File: src/rtl/n_driver_pkg.sv
// Shared widths and types for the n_driver request sequencer and its FIFO.
// Latency: none (types and constants only).
// Backpressure: none (types and constants only).
package n_driver_pkg;

    // Widths match module N's A and y ports.
    localparam int ADDR_W = 8;
    localparam int DATA_W = 4;

    // The wait counter is 8 bits wide. TIMEOUT never exceeds 255, so the counter cannot wrap.
    localparam int CNT_W  = 8;

    typedef enum logic [1:0] {
        IDLE,
        ISSUE,
        WAIT,
        RESPOND
    } state_t;

    typedef struct packed {
        logic [ADDR_W-1:0] addr;
        logic [DATA_W-1:0] data;
    } req_t;

endpackage

File: src/rtl/n_driver_fifo.sv
// Request FIFO for n_driver. Ports: push/din write, pop/dout read the head, full/empty status.
// Latency: a pushed entry is visible on dout the cycle after the push edge (no fall-through).
// Backpressure: a push while full or a pop while empty is ignored; the caller gates on full/empty.
module n_driver_fifo
    import n_driver_pkg::*;
#(
    parameter int DEPTH = 4
) (
    input  logic clk,
    input  logic rst,
    input  logic push,
    input  logic pop,
    input  req_t din,
    output req_t dout,
    output logic full,
    output logic empty
);

    localparam int IW = $clog2(DEPTH);
    localparam int PW = IW + 1;

    // Each pointer has one extra MSB, so full and empty can be told apart when the indices match.
    logic [PW-1:0] r_wr_ptr;
    logic [PW-1:0] r_rd_ptr;
    req_t          r_mem [DEPTH];

    logic w_push;
    logic w_pop;

    assign w_push = push & ~full;
    assign w_pop  = pop & ~empty;

    assign full  = (r_wr_ptr[IW-1:0] == r_rd_ptr[IW-1:0]) && (r_wr_ptr[IW] != r_rd_ptr[IW]);
    assign empty = (r_wr_ptr == r_rd_ptr);
    assign dout  = r_mem[r_rd_ptr[IW-1:0]];

    always_ff @(posedge clk or posedge rst) begin
        if (rst) begin
            r_wr_ptr <= '0;
            r_rd_ptr <= '0;
        end else begin
            if (w_push) r_wr_ptr <= r_wr_ptr + PW'(1);
            if (w_pop)  r_rd_ptr <= r_rd_ptr + PW'(1);
        end
    end

    // The storage needs no reset. Reset empties the FIFO, so stale contents are never read.
    always_ff @(posedge clk) begin
        if (w_push) r_mem[r_wr_ptr[IW-1:0]] <= din;
    end

endmodule

File: src/rtl/n_driver.sv
// n_driver: buffers {addr,data} requests and issues them to N one at a time (A/y, x strobe, z reply).
// Latency: x rises 2 cycles after the push cycle. rsp_valid follows x by 2..TIMEOUT+1 cycles.
// Backpressure: req_ready = !full. Responses are one-cycle pulses with no ready; z outside WAIT is ignored.
// Ports: clk/rst; req_valid/req_ready/req_addr/req_data in; A/x/y/z to N; rsp_valid/rsp_timeout/rsp_addr out.
module n_driver
    import n_driver_pkg::*;
#(
    parameter int DEPTH   = 4,
    parameter int TIMEOUT = 15
) (
    input  logic              clk,
    input  logic              rst,
    input  logic              req_valid,
    output logic              req_ready,
    input  logic [ADDR_W-1:0] req_addr,
    input  logic [DATA_W-1:0] req_data,
    output logic [ADDR_W-1:0] A,
    output logic              x,
    output logic [DATA_W-1:0] y,
    input  logic              z,
    output logic              rsp_valid,
    output logic              rsp_timeout,
    output logic [ADDR_W-1:0] rsp_addr
);

    localparam logic [CNT_W-1:0] LAST_CNT = CNT_W'(TIMEOUT - 1);

    state_t            r_state;
    logic [CNT_W-1:0]  r_wait_cnt;
    logic [ADDR_W-1:0] r_a;
    logic              r_x;
    logic [DATA_W-1:0] r_y;
    logic              r_rsp_valid;
    logic              r_rsp_timeout;
    logic [ADDR_W-1:0] r_rsp_addr;

    logic w_full;
    logic w_empty;
    logic w_push;
    logic w_pop;
    req_t w_din;
    req_t w_dout;

    assign req_ready = ~w_full;
    assign w_push    = req_valid & ~w_full;
    assign w_din     = '{addr: req_addr, data: req_data};
    // The head is popped in the same IDLE cycle that loads it into A/y.
    assign w_pop     = (r_state == IDLE) & ~w_empty;

    n_driver_fifo #(
        .DEPTH (DEPTH)
    ) u_fifo (
        .clk   (clk),
        .rst   (rst),
        .push  (w_push),
        .pop   (w_pop),
        .din   (w_din),
        .dout  (w_dout),
        .full  (w_full),
        .empty (w_empty)
    );

    always_ff @(posedge clk or posedge rst) begin
        if (rst) begin
            r_state       <= IDLE;
            r_wait_cnt    <= '0;
            r_a           <= '0;
            r_x           <= 1'b0;
            r_y           <= '0;
            r_rsp_valid   <= 1'b0;
            r_rsp_timeout <= 1'b0;
            r_rsp_addr    <= '0;
        end else begin
            case (r_state)
                IDLE: begin
                    if (!w_empty) begin
                        r_a     <= w_dout.addr;
                        r_y     <= w_dout.data;
                        r_x     <= 1'b1;
                        r_state <= ISSUE;
                    end
                end
                ISSUE: begin
                    r_x        <= 1'b0;
                    r_wait_cnt <= '0;
                    r_state    <= WAIT;
                end
                WAIT: begin
                    // z takes priority over expiry in the last wait cycle.
                    if (z) begin
                        r_rsp_valid   <= 1'b1;
                        r_rsp_timeout <= 1'b0;
                        r_rsp_addr    <= r_a;
                        r_state       <= RESPOND;
                    end else if (r_wait_cnt == LAST_CNT) begin
                        r_rsp_valid   <= 1'b1;
                        r_rsp_timeout <= 1'b1;
                        r_rsp_addr    <= r_a;
                        r_state       <= RESPOND;
                    end else begin
                        r_wait_cnt <= r_wait_cnt + CNT_W'(1);
                    end
                end
                RESPOND: begin
                    r_rsp_valid <= 1'b0;
                    r_state     <= IDLE;
                end
                default: r_state <= IDLE;
            endcase
        end
    end

    // A and y hold the last issued request, so they are not cleared when the request completes.
    assign A           = r_a;
    assign x           = r_x;
    assign y           = r_y;
    assign rsp_valid   = r_rsp_valid;
    assign rsp_timeout = r_rsp_timeout;
    assign rsp_addr    = r_rsp_addr;

endmodule

File: config.mk
export PLATFORM = sky130hd
export DESIGN_NAME = n_driver
export DESIGN_NICKNAME = d
export VERILOG_FILES = /design/src/rtl/n_driver_pkg.sv /design/src/rtl/n_driver_fifo.sv /design/src/rtl/n_driver.sv
export SDC_FILE = /design/constraint.sdc
export NUM_CORES = 1
export LEC_CHECK = 0
export CAP_MARGIN = 40
export CORE_MARGIN = 2
export CORE_UTILIZATION = 56
export DETAILED_ROUTE_END_ITERATION = 10
export GPL_TIMING_DRIVEN = 1
export PLACE_DENSITY = 0.79
export SYNTH_ARGS = -nofsm -noshare
export SYNTH_HDL_FRONTEND = slang
export SYNTH_SLANG_ARGS = --single-unit
export TNS_END_PERCENT = 20
File: constraint.sdc
create_clock -name clk -period 2.2 [get_ports clk]
set_input_delay 0.44 -clock clk [delete_from_list [all_inputs] [get_ports clk]]
set_output_delay 0.44 -clock clk [all_outputs]
set_load 0.03 [all_outputs]
**Signal wires on met3**

Bar = 20 um.
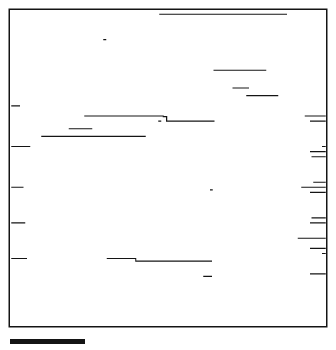
The layer holds 3.8% of the routed length. The wires run mostly horizontal. 26 nets have wire on it. The layer carries 231 um of wire.

**The metal 2 layer**

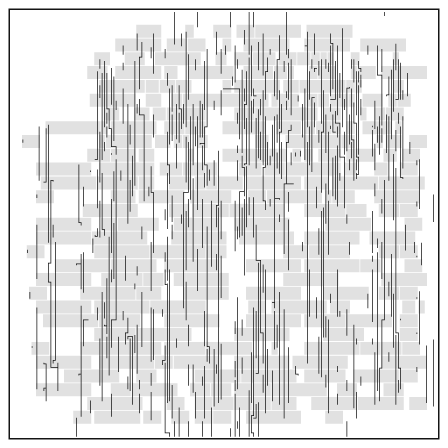
The wires run mostly vertical. 257 nets have wire on it. The longest straight run is 43.5 um. The layer carries 3230 um of wire.

**Gate families picked out**

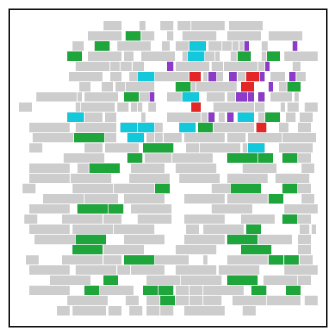
Purple is nand cells, cells 15. Red is non-inverting ao/oa cells, cells 5, most used a21o_1, where upper right. Green is mux cells, cells 40, most used mux2_2, where spread over the die. Cyan is fa/ha/maj cells, cells 11, most used ha_1.

**Congestion heat map**

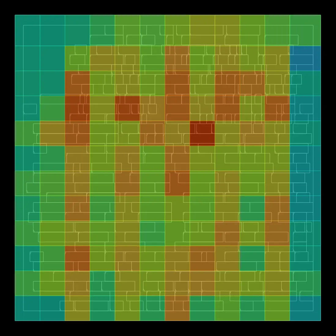
Global Route Usage Sum: 18.7%
met1 Track Usage GR: 23.2%
met2 track demand over resource in global routing: 32.0%

state kept, by name, indices dropped and copies added (netlist names):
signal / cells
A: 8
r_state: 2
r_wait_cnt: 8
rsp_addr: 8
rsp_timeout: 1
rsp_valid: 1
u_fifo.r_mem: 48
u_fifo.r_rd_ptr: 3
u_fifo.r_wr_ptr: 3
x: 1
y: 4
placed cells by master (no fill, tap or decap), types with 2 or more instances in the layout:
master / count
sky130_fd_sc_hd__edfxtp_1: 48
sky130_fd_sc_hd__dfrtp_1: 39
sky130_fd_sc_hd__clkdlybuf4s50_1: 38
sky130_fd_sc_hd__mux2_2: 13
sky130_fd_sc_hd__mux4_2: 12
sky130_fd_sc_hd__mux2_1: 12
sky130_fd_sc_hd__ha_1: 11
sky130_fd_sc_hd__inv_1: 10
sky130_fd_sc_hd__clkbuf_8: 10
sky130_fd_sc_hd__buf_4: 8
sky130_fd_sc_hd__nand2_1: 6
sky130_fd_sc_hd__nand3_1: 6
sky130_fd_sc_hd__xor2_1: 5
sky130_fd_sc_hd__nor3_1: 5
sky130_fd_sc_hd__and3_1: 5
sky130_fd_sc_hd__nor2_1: 4
sky130_fd_sc_hd__o21ai_0: 4
sky130_fd_sc_hd__xnor2_1: 3
sky130_fd_sc_hd__mux2i_1: 3
sky130_fd_sc_hd__inv_6: 3
sky130_fd_sc_hd__or3_1: 2
sky130_fd_sc_hd__nand2b_1: 2
sky130_fd_sc_hd__a21o_1: 2
sky130_fd_sc_hd__bufinv_16: 2
worst paths after layout:
check                                     endpoint  cells past startpoint                from
worst max-delay path            u_fifo.r_mem[3][5]                      4  u_fifo.r_wr_ptr[1]
worst min-delay path                          A[6]                      3                 rst
worst max register to register  u_fifo.r_mem[3][5]                      4  u_fifo.r_wr_ptr[1]
worst min register to register                y[0]                      1                y[0]
max in group asynchronous       u_fifo.r_wr_ptr[2]                      3                 rst
min in group clk                              y[0]                      1                y[0]
per-stage QoR:
stage	power (mW)	hold slack, ns	cell area (um2)	utilization [%]
after floorplan	4.37	0.498	3620	-
after global placement	5.24	0.474	4150	65.7
after detailed placement	5.36	0.490	4150	65.7
after CTS	6.62	0.511	4380	69.3
after global routing	6.88	0.519	4370	69.2
final	6.53	0.500	4370	69.2
where the power goes:
part	switching [mW]	internal [mW]
Clock	0.572	0.684
Combinational	1.45	1.28
Sequential	0.264	2.28
Total	2.29	4.24
metal layers:
metal	vias up	global-route usage, %	share of wire (%)	wire length [um]
li1	913	-	-	-
met5	-	0	0	0
met1	959	23.2	43	2630
met4	0	8.66	1.2	72
met3	7	3.54	3.7	231
met2	39	32.0	52	3230
cells by family (layout without fill, tap and decap cells):
group                    count (synthesis)  in the layout  share of synthesized area (%)
AND-OR/OR-AND                           16             16                           3.90
flip-flops                              87             87                           66.7
AND/OR/NAND/NOR                         36             36                           5.39
XOR/XNOR                                 8              8                           1.93
multiplexers                            40             40                           16.1
buffers and inverters                   17             74                           2.18
adder cells (fa/ha/maj)                 11             11                           3.80
worst min-delay path, delay by kind of cell:
| family | cells | cell delay, ns |
|---|---|---|
| buffers and inverters | 3 | 0.87 |
==> summary.txt <==
The layout was made with Yosys and OpenROAD.

The number of multi-input combinational cells in the layout is roughly 110. For this run, asynchronously set or reset flops after synthesis account for between 40 and 50%. The design received a total of just under 80 well taps at floorplan. The number of nets in the layout is 294. The flop count is between 80 and 90. The clock insertion delay at the later pin of the skew report is around 0.35 ns. The script reports the combined buffer and inverter count of the critical path as 1. The synthesized design contains around 87 register bits. Per the gpl log, the routability congestion estimate is between 0.7 and 0.8.

The startpoint-to-endpoint class of the critical path is flip-flop to flip-flop. After layout, the clock buffer instance count stands at 11. After detailed routing, the total wire length is 6.16 mm. The post-detailed-placement half-perimeter wirelength is 4.05 mm. The cell kind with the greatest summed area is sequential cells. The detailed-routing iteration count for the pre-antenna-repair pass is 4. For reference, the top cells by area after synthesis are sky130_fd_sc_hd__edfxtp_1 (40%), sky130_fd_sc_hd__dfrtp_1 (27%), sky130_fd_sc_hd__mux4_2 (7.5%). Among all cell types in the netlist, the one instantiated most often is sky130_fd_sc_hd__edfxtp_1. The report lists the cells along the critical path as xor2_1 -> or3_1 -> buf_4 -> and3_1.

The width of the die is about 84 um. The number of primary I/O pins is around 40. After layout, the worst path uses ~93% of the clock period. The number of global-route vias before repair came to around 2000. The total standard cell area after synthesis is about 0.0036 mm2.

Per the Yosys statistics, synthesis produced approximately 220 cells. The site row count is 29. Relative to the synthesized area, the layout overhead comes to 20.7%.

The number of maximum-capacitance violations is 0. IR analysis of the VDD net gives a maximum drop of 0.870 mV. TritonCTS built the clock tree.

The data required time reported for the critical path is approximately 2.2 ns. The maximum number of pins on one net before global-route repair is ~40. Dividing the detail-routed via count by the number of cells gives 5.50.

The total of hold buffers inserted after clock tree synthesis is 0. In the final layout, multi-input gates take up about a quarter of the cell area. The final routed wire length divided by cell count is roughly 18 um.

Summed over all cells, the static leakage comes to 1.71 nW. The fraction of final layout cells with drive strength greater than 1 is between 20% and 30%. The critical path maximum fanout is 13.

STA classifies the critical path startpoint as a flip-flop. The number of gates resized after CTS is 3. The floorplan die area is between 0.007 and 0.008 mm2. The flow ran to the end, and the final reports show no timing, DRC or antenna violations. Per the post-synthesis stats, the area per cell is ~17 um2. The leading register cell type out of synthesis is sky130_fd_sc_hd__edfxtp_1.

After synthesis, the largest area contributor takes up approximately 40% of total cell area. Of all the cell area in the finished design, the clock network holds 5.21%. The number of failing hold endpoints at the final stage is 0.

The antenna cell count is 0. The cell count after placement is roughly 330. The commonest cells after synthesis are sky130_fd_sc_hd__edfxtp_1 (48), sky130_fd_sc_hd__dfrtp_1 (39), sky130_fd_sc_hd__mux2_2 (13), sky130_fd_sc_hd__mux2_1 (12), sky130_fd_sc_hd__mux4_2 (12).

The type of the most critical hold path is primary input to async pin. For the worst setup path, the data arrival time is 2.03 ns. The nature of the critical path endpoint is a flip-flop. The H-tree was split into 3 levels. The overflow left after global routing is 0. The die is about 84 um tall. The worst path needs 2.05 ns of the cycle, external delays included. The tree built by TritonCTS fans out to roughly 87 sinks. The worst-case clock skew is roughly 0.014 ns.

Nets still carrying antenna violations after routing amount to 0. The cell family contributing the most delay on the critical path is simple AND/OR/NAND/NOR gates. The slack of the critical path is approximately 0.15 ns. The initial antenna violation count is 0. Of all cell types, the one taking the most synthesized area is sky130_fd_sc_hd__edfxtp_1.

Clock tree synthesis selected as its root buffer the cell sky130_fd_sc_hd__clkbuf_8. The pre-CTS worst setup slack is around 0.12 ns. The number of instances in the synthesized netlist is around 220.

Of the total standard cell area in the layout, the sequential portion is 55.3%. Timing would allow up to 488 MHz. The number of enable-type register cells in the synthesized netlist is 48.

The number of I/O port buffers is 39. Counting plain and timing-repair buffers in the layout gives 48. The largest single stage delay on the critical path is between 0.6 and 0.7 ns. After routing, the total negative slack on setup checks comes to 0 ns. The count of final setup violators is 0. The area of the multi-input gates is 0.00113 mm2.

Per the detail_route report, DRC violations left total 0. Across all stage logs, warnings added up to 33. Leaving out filler cells and counting taps, the final layout contains about 350. The initial cell density of the core is 57.4%.

The first global-routing pass estimated around 9.9 mm of wire. For this run, the chip area from Yosys synthesis comes to approximately 0.0036 mm2. For this run, the register share of the synthesized area comes to 66.7%.

The registers of the reported paths see a clock transition of approximately 0.090 ns. The number of clock buffers added by TritonCTS is 9. The pin closest to its max-slew limit shows a slew of 0.691 ns. The slew check shows that the tightest pin keeps a relative margin of between 50% and 60%.

The count of routing violations after the opening detailed-route iteration is approximately 170. The synthesis report lists the Yosys warning total as 0.
Power figures rest on the tool's default switching activity, not on a simulated workload.
